Figure 1. Clock nets.
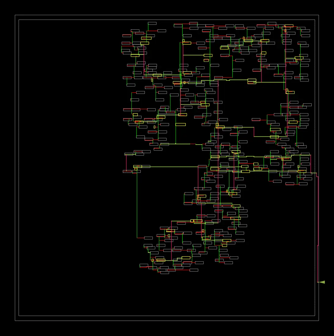
Figure 2. Signal wires by layer.
Bar = 100 µm.
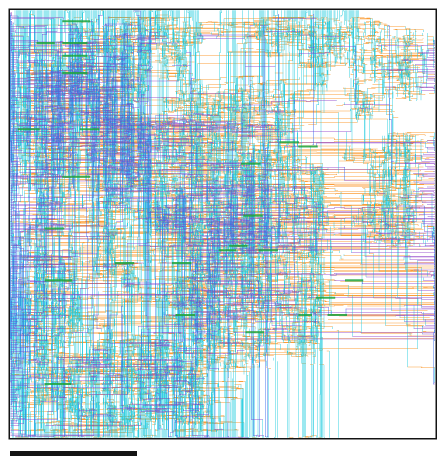
$ cat src/rtl/dec_opnd_issue_pkg.sv
// Shared types and helpers for the decode/operand-issue stage.
package dec_opnd_issue_pkg;

    localparam int unsigned REG_N     = 16;
    localparam int unsigned REG_IDX_W = $clog2(REG_N);
    localparam int unsigned XLEN      = 32;
    localparam int unsigned OP_W      = 8;

    typedef logic [XLEN-1:0]      reg_t;
    typedef logic [REG_IDX_W-1:0] reg_idx_t;
    typedef logic [OP_W-1:0]      opcode_t;

    // Highest register index aliases the instruction pointer.
    localparam reg_idx_t RIP    = reg_idx_t'(REG_N - 1);
    localparam opcode_t  OP_NOP = '0;

    typedef struct packed {
        opcode_t  op;
        reg_idx_t d;
        reg_idx_t s;
        reg_idx_t t;
        reg_t     pc;
    } miinst_t;

    typedef enum logic [1:0] {
        EMPTY = 2'd0,
        FULL  = 2'd1,
        SKID  = 2'd2
    } skid_state_t;

    function automatic miinst_t nop(input reg_t pc);
        miinst_t i;
        i    = '0;
        i.op = OP_NOP;
        i.pc = pc;
        return i;
    endfunction

    // Source slot k of an instruction: 0 = d, 1 = s, 2 = t.
    function automatic reg_idx_t src_idx(input miinst_t i, input int k);
        reg_idx_t r;
        case (k)
            0:       r = i.d;
            1:       r = i.s;
            default: r = i.t;
        endcase
        return r;
    endfunction

endpackage

$ cat src/rtl/dec_opnd_issue_if.sv
// Queue-head and execute-side handshakes of the operand-issue stage.
interface dec_opnd_issue_if import dec_opnd_issue_pkg::*; #(
    parameter int unsigned NSRC = 3
) ();

    logic              in_valid;
    logic              in_ready;
    miinst_t           in_inst;
    logic              out_valid;
    logic              out_ready;
    miinst_t           out_inst;
    reg_t [NSRC-1:0]   out_opnd;

    modport master (
        output in_valid, in_inst, out_ready,
        input  in_ready, out_valid, out_inst, out_opnd
    );

    modport slave (
        input  in_valid, in_inst, out_ready,
        output in_ready, out_valid, out_inst, out_opnd
    );

endinterface

$ cat src/rtl/dec_opnd_issue_opnd_resolve.sv
// Combinational resolver for one source operand: RIP, forwarding, or GPR.
module opnd_resolve import dec_opnd_issue_pkg::*; #(
    parameter int unsigned FWD_N = 3
) (
    input  reg_idx_t              src,
    input  reg_t                  pc,
    input  reg_t     [REG_N-1:0]  gpr,
    input  logic     [FWD_N-1:0]  fwd_vld,
    input  reg_idx_t [FWD_N-1:0]  fwd_rd,
    input  logic     [FWD_N-1:0]  fwd_rdy,
    input  reg_t     [FWD_N-1:0]  fwd_val,
    output reg_t                  value_c,
    output logic                  unres_c
);

    logic found;

    // Youngest (lowest-index) matching producer wins, ready or not.
    always_comb begin
        value_c = gpr[src];
        unres_c = 1'b0;
        found   = 1'b0;
        if (src == RIP) begin
            value_c = reg_t'(pc + reg_t'(1));
        end else begin
            for (int unsigned j = 0; j < FWD_N; j++) begin
                if (!found && fwd_vld[j] && (fwd_rd[j] == src)) begin
                    found   = 1'b1;
                    value_c = fwd_val[j];
                    unres_c = ~fwd_rdy[j];
                end
            end
        end
    end

endmodule

$ cat src/rtl/dec_opnd_issue.sv
// Decode/operand-issue stage: resolves sources, stalls on hazards and
// buffers accepted instructions in a 2-entry skid buffer toward execute.
module dec_opnd_issue import dec_opnd_issue_pkg::*; #(
    parameter int unsigned NSRC  = 3,
    parameter int unsigned FWD_N = 3,
    parameter int unsigned CNT_W = 32
) (
    input  logic                  clk,
    input  logic                  rstn,
    dec_opnd_issue_if.slave       bus,
    input  reg_t     [REG_N-1:0]  gpr,
    input  logic     [FWD_N-1:0]  fwd_vld,
    input  reg_idx_t [FWD_N-1:0]  fwd_rd,
    input  logic     [FWD_N-1:0]  fwd_rdy,
    input  reg_t     [FWD_N-1:0]  fwd_val,
    input  logic                  flush,
    output logic                  hazard,
    output logic     [CNT_W-1:0]  stall_cnt
);

    skid_state_t      state;
    logic             valid_q;
    miinst_t          main_inst;
    miinst_t          skid_inst;
    reg_t [NSRC-1:0]  main_opnd;
    reg_t [NSRC-1:0]  skid_opnd;
    logic [CNT_W-1:0] stall_q;

    reg_t [NSRC-1:0]  opnd_c;
    logic [NSRC-1:0]  unres_c;
    logic             accept;

    for (genvar k = 0; k < NSRC; k++) begin : g_src
        opnd_resolve #(.FWD_N(FWD_N)) u_res (
            .src     (src_idx(bus.in_inst, k)),
            .pc      (bus.in_inst.pc),
            .gpr     (gpr),
            .fwd_vld (fwd_vld),
            .fwd_rd  (fwd_rd),
            .fwd_rdy (fwd_rdy),
            .fwd_val (fwd_val),
            .value_c (opnd_c[k]),
            .unres_c (unres_c[k])
        );
    end

    assign hazard       = bus.in_valid & (|unres_c);
    assign bus.in_ready = (state != SKID) & ~hazard & ~flush;
    assign accept       = bus.in_valid & bus.in_ready;

    assign bus.out_valid = valid_q;
    assign bus.out_inst  = main_inst;
    assign bus.out_opnd  = main_opnd;
    assign stall_cnt     = stall_q;

    // Skid buffer FSM, entry registers and saturating stall counter.
    always_ff @(posedge clk or negedge rstn) begin
        if (!rstn) begin
            state     <= EMPTY;
            valid_q   <= 1'b0;
            main_inst <= nop('0);
            skid_inst <= nop('0);
            main_opnd <= '0;
            skid_opnd <= '0;
            stall_q   <= '0;
        end else begin
            if (hazard && !flush && (stall_q != '1)) begin
                stall_q <= stall_q + CNT_W'(1);
            end
            if (flush) begin
                state     <= EMPTY;
                valid_q   <= 1'b0;
                main_inst <= nop('0);
                skid_inst <= nop('0);
                main_opnd <= '0;
                skid_opnd <= '0;
            end else begin
                case (state)
                    EMPTY: begin
                        if (accept) begin
                            state     <= FULL;
                            valid_q   <= 1'b1;
                            main_inst <= bus.in_inst;
                            main_opnd <= opnd_c;
                        end
                    end
                    FULL: begin
                        if (accept && bus.out_ready) begin
                            main_inst <= bus.in_inst;
                            main_opnd <= opnd_c;
                        end else if (accept) begin
                            state     <= SKID;
                            skid_inst <= bus.in_inst;
                            skid_opnd <= opnd_c;
                        end else if (bus.out_ready) begin
                            state     <= EMPTY;
                            valid_q   <= 1'b0;
                            main_inst <= nop('0);
                            main_opnd <= '0;
                        end
                    end
                    SKID: begin
                        if (bus.out_ready) begin
                            state     <= FULL;
                            main_inst <= skid_inst;
                            main_opnd <= skid_opnd;
                            skid_inst <= nop('0);
                            skid_opnd <= '0;
                        end
                    end
                    default: begin
                        state   <= EMPTY;
                        valid_q <= 1'b0;
                    end
                endcase
            end
        end
    end

endmodule

$ cat src/flat_wrapper.sv
// flat-port wrapper written by rule: the top's interface ports become plain ports
module dec_opnd_issue_flat import dec_opnd_issue_pkg::*;
#(
    parameter int unsigned NSRC  = 3,
    parameter int unsigned FWD_N = 3,
    parameter int unsigned CNT_W = 32
)
  (clk, rstn, gpr, fwd_vld, fwd_rd, fwd_rdy, fwd_val, flush, hazard, stall_cnt, bus_in_valid, bus_in_inst, bus_out_ready, bus_in_ready, bus_out_valid, bus_out_inst, bus_out_opnd);
  dec_opnd_issue_if #(.NSRC(NSRC)) bus_i ();
  input  logic clk;
  input  logic rstn;
  input  reg_t     [REG_N-1:0] gpr;
  input  logic     [FWD_N-1:0] fwd_vld;
  input  reg_idx_t [FWD_N-1:0] fwd_rd;
  input  logic     [FWD_N-1:0] fwd_rdy;
  input  reg_t     [FWD_N-1:0] fwd_val;
  input  logic flush;
  output logic hazard;
  output logic     [CNT_W-1:0] stall_cnt;
  input wire logic [$bits(bus_i.in_valid)-1:0] bus_in_valid;
  input wire logic [$bits(bus_i.in_inst)-1:0] bus_in_inst;
  input wire logic [$bits(bus_i.out_ready)-1:0] bus_out_ready;
  output wire logic [$bits(bus_i.in_ready)-1:0] bus_in_ready;
  output wire logic [$bits(bus_i.out_valid)-1:0] bus_out_valid;
  output wire logic [$bits(bus_i.out_inst)-1:0] bus_out_inst;
  output wire logic [$bits(bus_i.out_opnd)-1:0] bus_out_opnd;
  assign bus_i.in_valid = bus_in_valid;
  assign bus_i.in_inst = bus_in_inst;
  assign bus_i.out_ready = bus_out_ready;
  assign bus_in_ready = bus_i.in_ready;
  assign bus_out_valid = bus_i.out_valid;
  assign bus_out_inst = bus_i.out_inst;
  assign bus_out_opnd = bus_i.out_opnd;
  dec_opnd_issue #(.NSRC(NSRC), .FWD_N(FWD_N), .CNT_W(CNT_W)) u_core (.clk(clk), .rstn(rstn), .bus(bus_i), .gpr(gpr), .fwd_vld(fwd_vld), .fwd_rd(fwd_rd), .fwd_rdy(fwd_rdy), .fwd_val(fwd_val), .flush(flush), .hazard(hazard), .stall_cnt(stall_cnt));
endmodule
$ cat config.mk
export PLATFORM = sky130hd
export DESIGN_NAME = dec_opnd_issue_flat
export DESIGN_NICKNAME = d
export VERILOG_FILES = /design/src/rtl/dec_opnd_issue_pkg.sv /design/src/rtl/dec_opnd_issue_if.sv /design/src/rtl/dec_opnd_issue_opnd_resolve.sv /design/src/rtl/dec_opnd_issue.sv /design/src/flat_wrapper.sv
export SDC_FILE = /design/constraint.sdc
export NUM_CORES = 1
export LEC_CHECK = 0
export ABC_CLOCK_PERIOD_IN_PS = 12800
export CORE_AREA = 4 4 331 333
export DETAILED_ROUTE_END_ITERATION = 8
export DIE_AREA = 0 0 335 337
export GPL_ROUTABILITY_DRIVEN = 0
export HOLD_SLACK_MARGIN = 0.06
export SYNTH_ARGS = -nofsm -noshare
export SYNTH_HDL_FRONTEND = slang
export SYNTH_HIERARCHICAL = 1
export SYNTH_SLANG_ARGS = --single-unit
$ cat constraint.sdc
create_clock -name clk -period 12.8 [get_ports clk]
set_input_delay 3.84 -clock clk [delete_from_list [all_inputs] [get_ports clk]]
set_output_delay 3.84 -clock clk [all_outputs]
set_load 0.005 [all_outputs]
==> results_dict.tcl <==
# place-and-route summary
set metrics [dict create \
    rsz0062_at_grt "false" \
    status "finished, final reports clean" \
    slew_viol_final 0 \
    p_per_area_nw_per_um2 111 \
    syn_inst 3084 \
    fmax_mhz 85.7 \
    critPathLaunch "fwd_rd[5]" \
    crit_arrival_ns 7.83 \
    clk_share_pct 3.02 \
    finalClockSkew_ns 0.0329 \
    syn_nets 3774 \
    post-route-util_pct 40.0 \
    end_kind "output port" \
    bufAreaShareNonClock_pct 21.8 \
    critical_path_required_ns 8.96 \
    top_cells_by_count "nand2_1 (418), mux4_2 (365), dfrtp_1 (331)" \
    synthAoiAreaFrac_pct 20.2 \
    hold_viol_final 0 \
    register_area_um2 8280 \
    setup_violations 0 \
    ys_ff 331 \
    drtIter0Drc 4952 \
    worst_slack_ns 1.13 \
    fp_util_pct 29.8 \
    yosysWarnings 6 \
    track_usage_pct 34.0 \
    grt_pass1_vias 32600 \
    syn_avg_cell_area_um2 10.3 \
    final_layout_size_suffix_gt1_share_pct 15.1 \
    netlist_area_um2 31700 \
    postCtsHoldBufs 0 \
    hpwl_mm 155 \
    placed_area_um2 41100 \
    largest_cell_class "combinational gates" \
    warnings 29 \
    mostFrequentLayoutCells "clkdlybuf4s50_1 (852), nand2_1 (417), mux4_2 (365)" \
    nClkBuffers 54 \
    cts_tree "yes" \
    core_um2 107000 \
    yosysTopAreaCell "dfrtp_1" \
    drc 0 \
    fp.dieH_um 337 \
    pre_cts_ws_ns 1.20 \
    cts-root-buf "clkbuf_16" \
    mux_share_pct 28.5 \
    peakVddDrop_uv 128 \
    top_area_share_pct 26.1 \
    regToRegSetupSlack_ns 8.86 \
    design_area_um2 42600 \
]
About Figure 1:
Seq cells: 331
total clock sinks: 331
clk_lat worst skew: 0.58 ns

About Figure 2:
colour	layer	wire length
blue	M4	16,700 µm
purple	M3	24.7 mm
cyan	M2	88.4 mm
green	M5	389 µm
orange	M1	69.7 mm

==> per-layer routing <==
layer | wire length (µm) | vias to the layer above | track usage [%]
li1 | - | 13900 | -
met1 | 69700 | 17000 | 40.4
met4 | 16700 | 52 | 24.2
met5 | 389 | - | 0
met3 | 24700 | 700 | 11.4
met2 | 88400 | 2693 | 51.6
==> power breakdown <==
part           internal [mW]  switching, mW  total (mW)
clock                  0.679          0.482        1.16
combinational          0.943           1.23        2.17
sequential              1.26          0.133        1.39
total                   2.88           1.85        4.73
==> worst max-delay path, stage by stage <==
cell and delay, ns:
clkdlybuf4s50_1 0.50, xor2_1 0.21, nor3_4 0.68, nand2_1 0.36, nand3_1 0.21, nor2_1 0.06, o21a_1 0.20, o31ai_1 0.72
buf_4 0.28, inv_1 0.08, nor3_1 0.14, clkdlybuf4s50_1 0.53
Power and IR drop assume default switching activity.
